**src/rtl/alu_cmd_sequencer.sv**
```systemverilog
// Command front-end for the 16-bit ALU: buffers operand/opcode commands in a FIFO,
// issues them one at a time on registered ALU inputs and holds each result on a valid/ready port.
module alu_cmd_sequencer #(
    parameter int DEPTH = 4,
    parameter int TAG_W = 4
) (
    input  logic                       clk,
    input  logic                       rst,
    input  logic                       in_valid,
    output logic                       in_ready,
    input  logic [15:0]                in_a,
    input  logic [15:0]                in_b,
    input  logic [3:0]                 in_sel,
    input  logic [TAG_W-1:0]           in_tag,
    output logic [15:0]                alu_a,
    output logic [15:0]                alu_b,
    output logic [3:0]                 alu_sel,
    input  logic [15:0]                alu_out,
    input  logic                       alu_carry,
    input  logic                       alu_ovf,
    output logic                       res_valid,
    input  logic                       res_ready,
    output logic [15:0]                res_data,
    output logic                       res_carry,
    output logic                       res_ovf,
    output logic                       res_div0,
    output logic [TAG_W-1:0]           res_tag,
    output logic [$clog2(DEPTH+1)-1:0] fifo_count
);

    localparam int PTR_W = $clog2(DEPTH);
    localparam int CNT_W = $clog2(DEPTH+1);
    localparam logic [3:0] SEL_DIV = 4'b0011;

    typedef struct packed {
        logic [15:0]      a;
        logic [15:0]      b;
        logic [3:0]       sel;
        logic [TAG_W-1:0] tag;
    } cmd_t;

    typedef enum logic [1:0] {
        IDLE,
        EXEC,
        HOLD
    } state_t;

    state_t           state;
    cmd_t             mem [DEPTH];
    cmd_t             head;
    logic [PTR_W-1:0] wr_ptr;
    logic [PTR_W-1:0] rd_ptr;
    logic [TAG_W-1:0] tag_q;
    logic             push;
    logic             pop;
    logic             fifo_empty;

    // Ready depends only on the registered count, so a same-cycle pop never frees a full FIFO.
    assign in_ready   = (fifo_count != CNT_W'(DEPTH));
    assign fifo_empty = (fifo_count == '0);
    assign push       = in_valid && in_ready;
    assign pop        = !fifo_empty && ((state == IDLE) || (state == HOLD && res_ready));
    assign head       = mem[rd_ptr];

    always_ff @(posedge clk) begin
        if (push) begin
            mem[wr_ptr] <= '{a: in_a, b: in_b, sel: in_sel, tag: in_tag};
        end
    end

    always_ff @(posedge clk or posedge rst) begin
        if (rst) begin
            wr_ptr     <= '0;
            rd_ptr     <= '0;
            fifo_count <= '0;
        end else begin
            if (push) begin
                wr_ptr <= wr_ptr + PTR_W'(1);
            end
            if (pop) begin
                rd_ptr <= rd_ptr + PTR_W'(1);
            end
            case ({push, pop})
                2'b10:   fifo_count <= fifo_count + CNT_W'(1);
                2'b01:   fifo_count <= fifo_count - CNT_W'(1);
                default: fifo_count <= fifo_count;
            endcase
        end
    end

    // Divide-by-zero is trapped here so the ALU's quotient for B=0 is never reported.
    always_ff @(posedge clk or posedge rst) begin
        if (rst) begin
            state     <= IDLE;
            alu_a     <= '0;
            alu_b     <= '0;
            alu_sel   <= '0;
            tag_q     <= '0;
            res_valid <= 1'b0;
            res_data  <= '0;
            res_carry <= 1'b0;
            res_ovf   <= 1'b0;
            res_div0  <= 1'b0;
            res_tag   <= '0;
        end else begin
            case (state)
                IDLE: begin
                    if (pop) begin
                        alu_a   <= head.a;
                        alu_b   <= head.b;
                        alu_sel <= head.sel;
                        tag_q   <= head.tag;
                        state   <= EXEC;
                    end
                end
                EXEC: begin
                    if (alu_sel == SEL_DIV && alu_b == 16'h0000) begin
                        res_data  <= 16'hFFFF;
                        res_carry <= 1'b0;
                        res_ovf   <= 1'b0;
                        res_div0  <= 1'b1;
                    end else begin
                        res_data  <= alu_out;
                        res_carry <= alu_carry;
                        res_ovf   <= alu_ovf;
                        res_div0  <= 1'b0;
                    end
                    res_tag   <= tag_q;
                    res_valid <= 1'b1;
                    state     <= HOLD;
                end
                HOLD: begin
                    if (res_ready) begin
                        res_valid <= 1'b0;
                        if (pop) begin
                            alu_a   <= head.a;
                            alu_b   <= head.b;
                            alu_sel <= head.sel;
                            tag_q   <= head.tag;
                            state   <= EXEC;
                        end else begin
                            state <= IDLE;
                        end
                    end
                end
                default: state <= IDLE;
            endcase
        end
    end

endmodule

```
**config.mk**
```make
export PLATFORM = sky130hd
export DESIGN_NAME = alu_cmd_sequencer
export DESIGN_NICKNAME = d
export VERILOG_FILES = /design/src/rtl/alu_cmd_sequencer.sv
export SDC_FILE = /design/constraint.sdc
export NUM_CORES = 1
export LEC_CHECK = 0
export CORE_MARGIN = 4
export CORE_UTILIZATION = 54
export DETAILED_ROUTE_END_ITERATION = 8
export PLACE_DENSITY = 0.81
export SYNTH_ARGS = -nofsm -noshare
export SYNTH_HDL_FRONTEND = slang
export SYNTH_SLANG_ARGS = --single-unit
```
**constraint.sdc**
```tcl
create_clock -name clk -period 2.97 [get_ports clk]
set_input_delay 0.297 -clock clk [delete_from_list [all_inputs] [get_ports clk]]
set_output_delay 0.297 -clock clk [all_outputs]
set_load 0.005 [all_outputs]
```
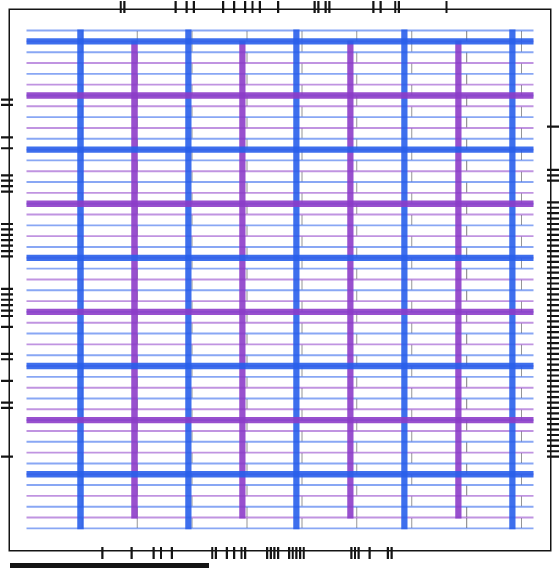
(PDN straps and rails)
The bar under the picture is 50 um long. Pins as bars on the die edge. Tap cells in gray.
[VSS] blue
[VDD] purple
tap cells: 216
met5 straps: 9
met1 rails: 47
Die H: 135.7 um
worst voltage drop across the vdd grid: 0.6160 mV

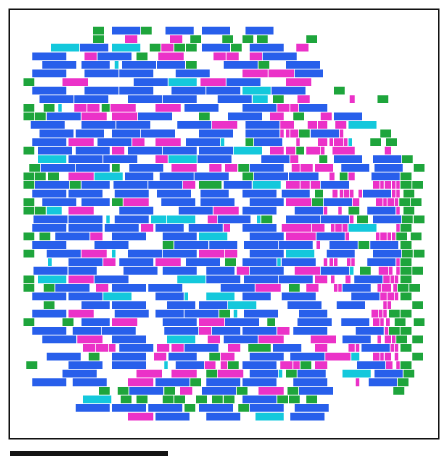
(placed cells, one color a class)
The bar under the picture is 50 um long.
[other buffers and delay cells] green | cells: 135 | share of their area: 13%
[clock drivers and dummy loads] cyan | cells: 41 | share of their area: 6.3%
[combinational and other logic] magenta | cells: 195 | share of their area: 19%
[flops] blue | cells: 233 | share of their area: 62%
final core utilization: 0.6876
Core Rows: 46
share of cell area taken by flip-flops and latches: 0.6053
Floorplan Core Area: 0.01594 sq mm

==> GITHUB_STEP_SUMMARY <==
### Yosys + OpenROAD results

| Metric | Value |
|---|---|
| Ys async rst share | `0.3133` |
| Seq cells post-synth | `233` |
| Via count of the first global-routing pass | `4,924` |
| Metal-1 WL | `6976 um` |
| Routed wire length per instance | `20.98 um` |
| Flip-flops with a built-in enable | `160` |
| Endpoint of the most critical register-to-register path | `fifo_count[2]` |
| Leak pwr | `0.003909 uW` |
| Main synth FF type | `sky130_fd_sc_hd__edfxtp_1` |
| Number of iterations in the first detailed-routing pass | `6` |
| Largest net degree at the start of global routing | `43` |
| Cell taking the most area after synthesis | `sky130_fd_sc_hd__edfxtp_1` |
| Slew @ Worst Pin | `0.8521 ns` |
| Outcome | `finished clean` |
| Number of distinct standard cells referenced by the synthesized netlist | `33` |
| Die Wd | `135.7 um` |
| Largest cells by area after synthesis | `sky130_fd_sc_hd__edfxtp_1 55%, sky130_fd_sc_hd__dfrtp_1 21%, sky130_fd_sc_hd__mux4_2 9.7%` |
| CP Capture Point | `in_ready` |
| NumNets Final | `656` |
| Reg area | `0.006636 sq mm` |
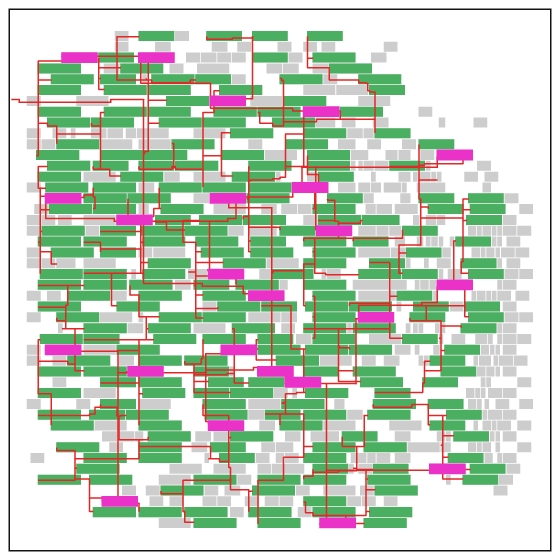
(clock network drawn from the DEF)
[clock drivers] magenta | count: 23
[flip-flops] green | count: 233
[clock wires] red | length: 2,420 um
routed clock nets: 24
flops lie: spread over the die
Clock group: 2610 uW
share of power burned in the clock network: 0.229
later-pin clock latency in the skew report: 0.49 ns
Clock Skew: 0.01104 ns

==> metal layers <==
metal | track usage | up-vias
met5 | 0 | -
met4 | 0.04087 | 4
met3 | 0.04346 | 24
met2 | 0.3355 | 141
met1 | 0.2459 | 2299
li1 | - | 2025
==> sequential cells by signal, summed over array words and instances, names as in the netlist <==
register,cells
alu_a,16
alu_b,16
alu_sel,4
fifo_count,3
mem,160
rd_ptr,2
res_carry,1
res_data,16
res_div0,1
res_ovf,1
res_tag,4
res_valid,1
state,2
tag_q,4
wr_ptr,2
==> cells by family after synthesis <==
| logic type | after synthesis |
|---|---|
| flip-flops | 233 |
| multiplexers | 82 |
| AND/OR/NAND/NOR | 72 |
| buffers and inverters | 31 |
| AND-OR/OR-AND | 22 |
| XOR/XNOR | 6 |
| adder cells (fa/ha/maj) | 6 |
==> placed cells by master, fill, tap and decap left out, types with 2 or more instances in the layout <==
cell	instances
sky130_fd_sc_hd__buf_4	8
sky130_fd_sc_hd__nor2b_1	2
sky130_fd_sc_hd__clkinv_1	3
sky130_fd_sc_hd__nor2_1	34
sky130_fd_sc_hd__buf_12	2
sky130_fd_sc_hd__edfxtp_1	160
sky130_fd_sc_hd__mux4_1	2
sky130_fd_sc_hd__xnor2_1	2
sky130_fd_sc_hd__ha_1	5
sky130_fd_sc_hd__dfrtp_1	71
sky130_fd_sc_hd__nand2_1	20
sky130_fd_sc_hd__o21ai_0	3
sky130_fd_sc_hd__clkbuf_8	3
sky130_fd_sc_hd__nor4_1	4
sky130_fd_sc_hd__mux4_2	38
sky130_fd_sc_hd__clkbuf_1	11
sky130_fd_sc_hd__a2bb2oi_1	2
sky130_fd_sc_hd__mux2_2	41
sky130_fd_sc_hd__o22ai_1	16
sky130_fd_sc_hd__and3_2	4
sky130_fd_sc_hd__xor2_1	4
sky130_fd_sc_hd__clkdlybuf4s50_1	125
sky130_fd_sc_hd__clkbuf_16	23
sky130_fd_sc_hd__inv_1	6
==> where the power goes <==
group	internal (uW)	switching, uW
sequential	4510	642
clock	1510	1100
combinational	2140	1480
==> cell type report <==
cell class,count,share of cell area
repair buffers,135,0.1233
inverters,7,0.002511
clock inverters,4,0.001712
well taps,216,0.02465
flip-flops and latches,233,0.6053
multi-input cells,188,0.1825
clock buffers,37,0.06003
==> critical path: cells and delay by family, from the launching register on <==
family                 cells  cell delay (ns)
AND/OR/NAND/NOR            1             0.47
buffers and inverters      1             0.51
flip-flops                 1             0.43
==> worst min path at each step <==
stage / start / slack, ns / to
floorplan: in_tag[0] / 0.40 / mem[0][0]
global placement: tag_q[2] / 0.45 / res_tag[2]
detailed placement: tag_q[1] / 0.46 / res_tag[1]
CTS: rst / 0.28 / fifo_count[1]
global route: rst / 0.31 / alu_a[0]
finish: rst / 0.25 / fifo_count[1]
==> per-stage QoR <==
step           total power, uW  area [sq um]  setup WS, ns  hold WS (ns)
6_report                 11380         10960        0.7729        0.2480
5_1_grt                  12000         10960        0.6426        0.3088
4_1_cts                  11540         10960        0.7438        0.2757
3_5_place_dp              8882         10290        0.7941        0.4625
3_3_place_gp              8688         10290        0.8442        0.4488
2_1_floorplan             7298          8810        0.7747        0.3959
Power and IR drop assume default switching activity.
